==> images/final_placement.png <==
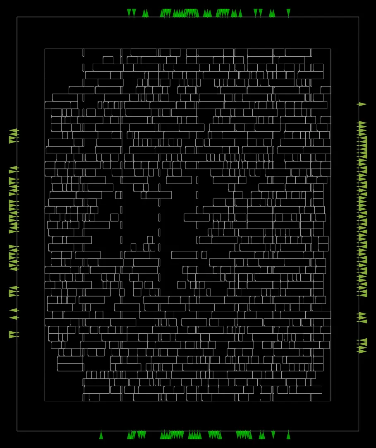
==> images/cell_classes.png <==
Scale: 3 px per µm.
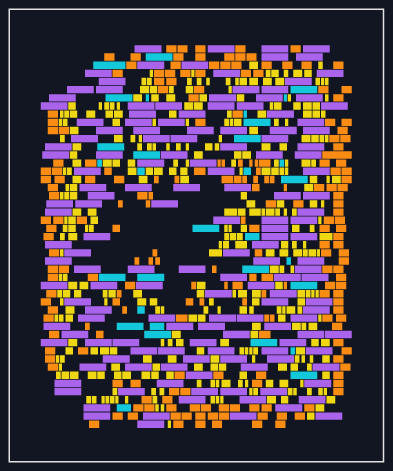
==> images/met3.png <==
Scale: 2 px per µm. Cells faint in the background.
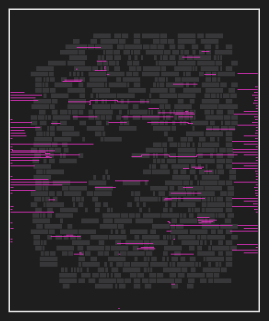
==> images/drive_strength.png <==
Scale: 2 px per µm.
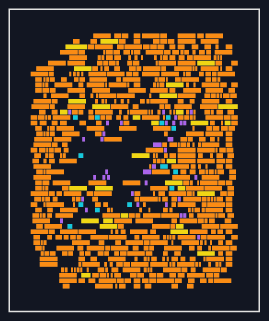
==> images/wire_density.png <==
Scale: 2 px per µm. The die is cut into 25 by 30 equal tiles; white is low, dark blue is high, scaled to the fullest tile. Values are wire area over tile area, all layers added.
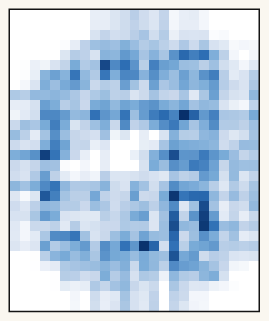
[config.mk]
export PLATFORM = sky130hd
export DESIGN_NAME = pipe_skid_reg
export DESIGN_NICKNAME = d
export VERILOG_FILES = /design/src/rtl/pipe_skid_reg_pkg.sv /design/src/rtl/pipe_skid_reg_slot.sv /design/src/rtl/pipe_skid_reg.sv
export SDC_FILE = /design/constraint.sdc
export NUM_CORES = 1
export LEC_CHECK = 0
export ABC_AREA = 0
export CAP_MARGIN = 20
export CORE_ASPECT_RATIO = 1.25
export CORE_MARGIN = 10
export CORE_UTILIZATION = 45
export DETAILED_ROUTE_END_ITERATION = 10
export GPL_TIMING_DRIVEN = 0
export PLACE_DENSITY = 0.75
export SKIP_CTS_REPAIR_TIMING = 1
export SYNTH_ARGS = -nofsm -noshare
export SYNTH_HDL_FRONTEND = slang
export SYNTH_SLANG_ARGS = --single-unit
[constraint.sdc]
create_clock -name clk -period 13.75 [get_ports clk]
set_clock_uncertainty 0.2 [all_clocks]
set_input_delay 2.0625 -clock clk [delete_from_list [all_inputs] [get_ports clk]]
set_output_delay 2.0625 -clock clk [all_outputs]
set_load 0.01 [all_outputs]
[src/rtl/pipe_skid_reg_pkg.sv]
// Shared constants for the pipeline stage register: payload field widths,
// the NOP encoding and the bubble payload, plus the main-slot action type.
package pipe_skid_reg_pkg;

   // Payload field widths, packed as {waddr, we, wdata, aluop, mem_addr}.
   // Carrying reg2 appends REG2_W more bits (107 in total).
   localparam int WADDR_W    = 5;
   localparam int WE_W       = 1;
   localparam int WDATA_W    = 32;
   localparam int ALUOP_W    = 5;
   localparam int MEM_ADDR_W = 32;
   localparam int REG2_W     = 32;
   localparam int PAYLOAD_W  = WADDR_W + WE_W + WDATA_W + ALUOP_W + MEM_ADDR_W;

   // ALU opcode of a no-operation; a bubble is a NOP that writes nothing.
   localparam logic [ALUOP_W-1:0] NOP_OP = '0;

   localparam logic [PAYLOAD_W-1:0] BUBBLE_DEFAULT =
      {{WADDR_W{1'b0}}, {WE_W{1'b0}}, {WDATA_W{1'b0}}, NOP_OP, {MEM_ADDR_W{1'b0}}};

   // What the main slot does at the coming edge.
   typedef enum logic [1:0] {
      MAIN_HOLD,
      MAIN_LOAD_IN,
      MAIN_LOAD_SKID,
      MAIN_CLEAR
   } main_act_e;

   // Number of valid entries held; both inputs are register outputs.
   function automatic logic [1:0] occ_count(input logic main_vld, input logic skid_vld);
      return {1'b0, main_vld} + {1'b0, skid_vld};
   endfunction

endpackage

[src/rtl/pipe_skid_reg_slot.sv]
// One storage slot: a payload register plus valid bit. Clear wins over load,
// which is what lets flush override any transfer into the slot.
module pipe_skid_reg_slot #(
   parameter int                DATA_W = 75,
   parameter logic [DATA_W-1:0] BUBBLE = '0
) (
   input  logic              clk,
   input  logic              rst,
   input  logic              clr,
   input  logic              load,
   input  logic [DATA_W-1:0] d,
   output logic [DATA_W-1:0] q,
   output logic              vld
);

   logic [DATA_W-1:0] data_q;
   logic              vld_q;

   // Slot state: reset/clear to an invalid bubble, otherwise capture on load.
   always_ff @(posedge clk or posedge rst) begin
      if (rst) begin
         data_q <= BUBBLE;
         vld_q  <= 1'b0;
      end else if (clr) begin
         data_q <= BUBBLE;
         vld_q  <= 1'b0;
      end else if (load) begin
         data_q <= d;
         vld_q  <= 1'b1;
      end
   end

   assign q   = data_q;
   assign vld = vld_q;

endmodule

[src/rtl/pipe_skid_reg.sv]
// Pipeline stage register with a ready/valid handshake on both sides.
// With SKID_EN=1 a second (skid) slot absorbs the beat accepted while the
// downstream stalls, so in_ready comes straight from a flop and never sees
// out_ready combinationally. With SKID_EN=0 it is a single slot whose ready
// is the usual !full|out_ready. A legacy stall input maps to out_ready=!stall.
module pipe_skid_reg
   import pipe_skid_reg_pkg::*;
#(
   parameter int                DATA_W  = PAYLOAD_W,
   parameter int                SKID_EN = 1,
   parameter logic [DATA_W-1:0] BUBBLE  = DATA_W'(BUBBLE_DEFAULT)
) (
   input  logic              clk,
   input  logic              rst,
   input  logic              flush,
   input  logic              in_valid,
   output logic              in_ready,
   input  logic [DATA_W-1:0] in_data,
   output logic              out_valid,
   input  logic              out_ready,
   output logic [DATA_W-1:0] out_data,
   output logic [1:0]        occupancy
);

   localparam logic SKID_ON = (SKID_EN != 0);

   logic              main_vld_q;
   logic              skid_vld_q;
   logic [DATA_W-1:0] main_data_q;
   logic [DATA_W-1:0] skid_data_q;

   logic              accept;
   logic              consume;
   main_act_e         main_act_d;
   logic              skid_load_d;
   logic              main_load;
   logic              main_clr;
   logic              skid_clr;
   logic [DATA_W-1:0] main_data_d;

   assign consume  = main_vld_q & out_ready;
   // The skid slot only fills when main is full, so !skid is the free-space flag.
   assign in_ready = SKID_ON ? !skid_vld_q : (!main_vld_q | out_ready);
   assign accept   = in_valid & in_ready;

   // Decide the slot transfers for the coming edge; flush overrides everything.
   always_comb begin
      main_act_d  = MAIN_HOLD;
      skid_load_d = 1'b0;
      if (flush) begin
         main_act_d = MAIN_CLEAR;
      end else if (!main_vld_q || consume) begin
         // Main is free at the edge: the older skid entry goes first. When the
         // skid is full in_ready is low, so no accept can collide with it.
         if (skid_vld_q) begin
            main_act_d = MAIN_LOAD_SKID;
         end else if (accept) begin
            main_act_d = MAIN_LOAD_IN;
         end else if (main_vld_q) begin
            main_act_d = MAIN_CLEAR;
         end
      end else if (accept) begin
         // Main is stalled; only reachable with the skid slot enabled.
         skid_load_d = 1'b1;
      end
   end

   assign main_load   = (main_act_d == MAIN_LOAD_IN) || (main_act_d == MAIN_LOAD_SKID);
   assign main_clr    = (main_act_d == MAIN_CLEAR);
   assign main_data_d = (main_act_d == MAIN_LOAD_SKID) ? skid_data_q : in_data;
   assign skid_clr    = flush || (main_act_d == MAIN_LOAD_SKID);

   pipe_skid_reg_slot #(
      .DATA_W (DATA_W),
      .BUBBLE (BUBBLE)
   ) u_main (
      .clk  (clk),
      .rst  (rst),
      .clr  (main_clr),
      .load (main_load),
      .d    (main_data_d),
      .q    (main_data_q),
      .vld  (main_vld_q)
   );

   // Never loaded when SKID_EN=0, so it reduces to constant bubble/invalid.
   pipe_skid_reg_slot #(
      .DATA_W (DATA_W),
      .BUBBLE (BUBBLE)
   ) u_skid (
      .clk  (clk),
      .rst  (rst),
      .clr  (skid_clr),
      .load (skid_load_d & SKID_ON),
      .d    (in_data),
      .q    (skid_data_q),
      .vld  (skid_vld_q)
   );

   assign out_valid = main_vld_q;
   assign out_data  = main_data_q;
   assign occupancy = occ_count(main_vld_q, skid_vld_q);

endmodule
==> flow_summary.toml <==
# generated from flow reports
[worst_setup_path]
path_cells = "ha_1 -> clkdlybuf4s50_1"
critical_path.top_delay_family = "buffers and inverters"
critPathKind = "reg -> out"
crit_slowest_cell = "clkdlybuf4s50_1"
required_ps = 11490
critPathBufInv = 1
reg2reg_from = "u_main.vld"

[final_timing]
hold_viol_final = 0
fin_crit_ps = 4010
fin_crit_sh_pct = 29.16
final-max-slew-violation-count = 0
finalSetupViolations = 0
rsz0062_at_grt = "no"

[logic_synthesis]
ys_sh_mux_pct = 0.1842
synth_cells = 519
ys_ff = 152
xor_area_share_pct = 0

[drt]
via_per_inst = 5.719
wire_per_inst_um = 20.20
postRouteAntennaNets = 0
vias = 5033
first_pass_iters = 7
drcViolationCount = 0

[clock_tree]
ctsRootBufferMaster = "clkbuf_16"
cts.reportedPaths.clkPinSlew_ps = 60
clockBufferDepth = 2
htreeDepth = 4

[grt]
grt_max_degree = 83
grt_pass1_wl_mm = 28.55
gr-total-overflow = 0

[outcome]
status = "finished, final reports clean"

[cells_and_area]
nets = 778
final_core_util_pct = 63.91
regArea_mm2 = 0.003804
fill_cells = 1064

[place]
place.gp.congestion = 0.8120

[worst_hold_path]
hold-path-endpoint = "u_skid.q[40]"

[run]
tool_warnings = 26

[floorplan]
fp_util_pct = 46.01

[pwr]
switching_share_pct = 25.52
p_sw_mw = 0.2876
power.total_mw = 1.127
Back to the opening pictures, final_placement.png:
Row Count: 47
Flops: 152
core area: 0.01329 mm²
fin cells: 880

Back to the opening pictures, cell_classes.png:
Key: clock drivers and dummy loads = cyan [cells 31]; other buffers and delay cells = orange [cells 208]; all other logic = yellow [cells 318]; flip-flops = purple [cells 152]
cell area after layout: 0.008493 mm²
flop share of the area: 44.78%

Back to the opening pictures, met3.png:
The wires run mostly horizontal. The longest straight run is 41.2 µm. The layer holds 6.6% of the routed length.

Back to the opening pictures, drive_strength.png:
Key: drive 2 = purple [cells 34, share 4.8%]; drive 6 and up = yellow [cells 30, share 4.2%]; drive 3 to 4 = cyan [cells 13, share 1.8%]; drive 1 or less = orange [cells 632, share 89%]

Back to the opening pictures, wire_density.png:
The mean over all tiles is 0.15. 17% of the tiles are over half the peak. The densest ninth of the die: middle right. The fullest tile reaches 0.51.
Tot GR Track Use: 18.70%
final wirelength: 17.78 mm

[worst max path at each step]
stage | start | endpoint | depth (start not counted)
2_1_floorplan | rst | u_main.q[0] | 1
4_1_cts | u_skid.vld | occupancy[0] | 2
3_3_place_gp | rst | u_main.q[53] | 2
3_5_place_dp | flush | u_skid.q[44] | 6
5_1_grt | u_skid.vld | occupancy[0] | 2
6_report | u_skid.vld | occupancy[0] | 2
[area by class of cell]
class / instances / share of cell area (%)
Timing Repair Buffer: 159 / 18.95
Multi-Input combinational cell: 316 / 23.56
Sequential cell: 152 / 44.78
Tap cell: 171 / 2.519
Buffer: 49 / 3.565
Clock buffer: 23 / 5.628
Inverter: 2 / 0.1473
Clock inverter: 8 / 0.8544
[flip-flops by register name, indices dropped and copies added, names as in the netlist]
register	count
u_main.q	75
u_skid.q	75
u_main.vld	1
u_skid.vld	1
[routing by layer]
| layer | GRT usage, % | part of all wire [%] | wire length (µm) |
|---|---|---|---|
| met5 | 0 | 0 | 0 |
| met4 | 5.543 | 1.0 | 179 |
| met3 | 6.542 | 6.6 | 1180 |
| met2 | 30.70 | 49 | 8790 |
| met1 | 22.79 | 43 | 7629 |
[Yosys cell counts]
master,n
dfrtp_1,152
nor2_1,78
a21oi_1,76
a22o_1,75
a22oi_1,75
buf_2,26
buf_4,9
buf_6,7
clkbuf_1,6
inv_1,2
nand2b_1,2
a211oi_2,1
a21o_1,1
a21oi_2,1
buf_1,1
ha_1,1
mux2_1,1
nor2_2,1
nor2b_1,1
o31ai_2,1
or3_1,1
or3b_4,1
[cell families after synthesis]
logic type               after synthesis
adder cells (fa/ha/maj)                1
AND-OR/OR-AND                        230
flip-flops                           152
multiplexers                           1
AND/OR/NAND/NOR                       84
buffers and inverters                 51
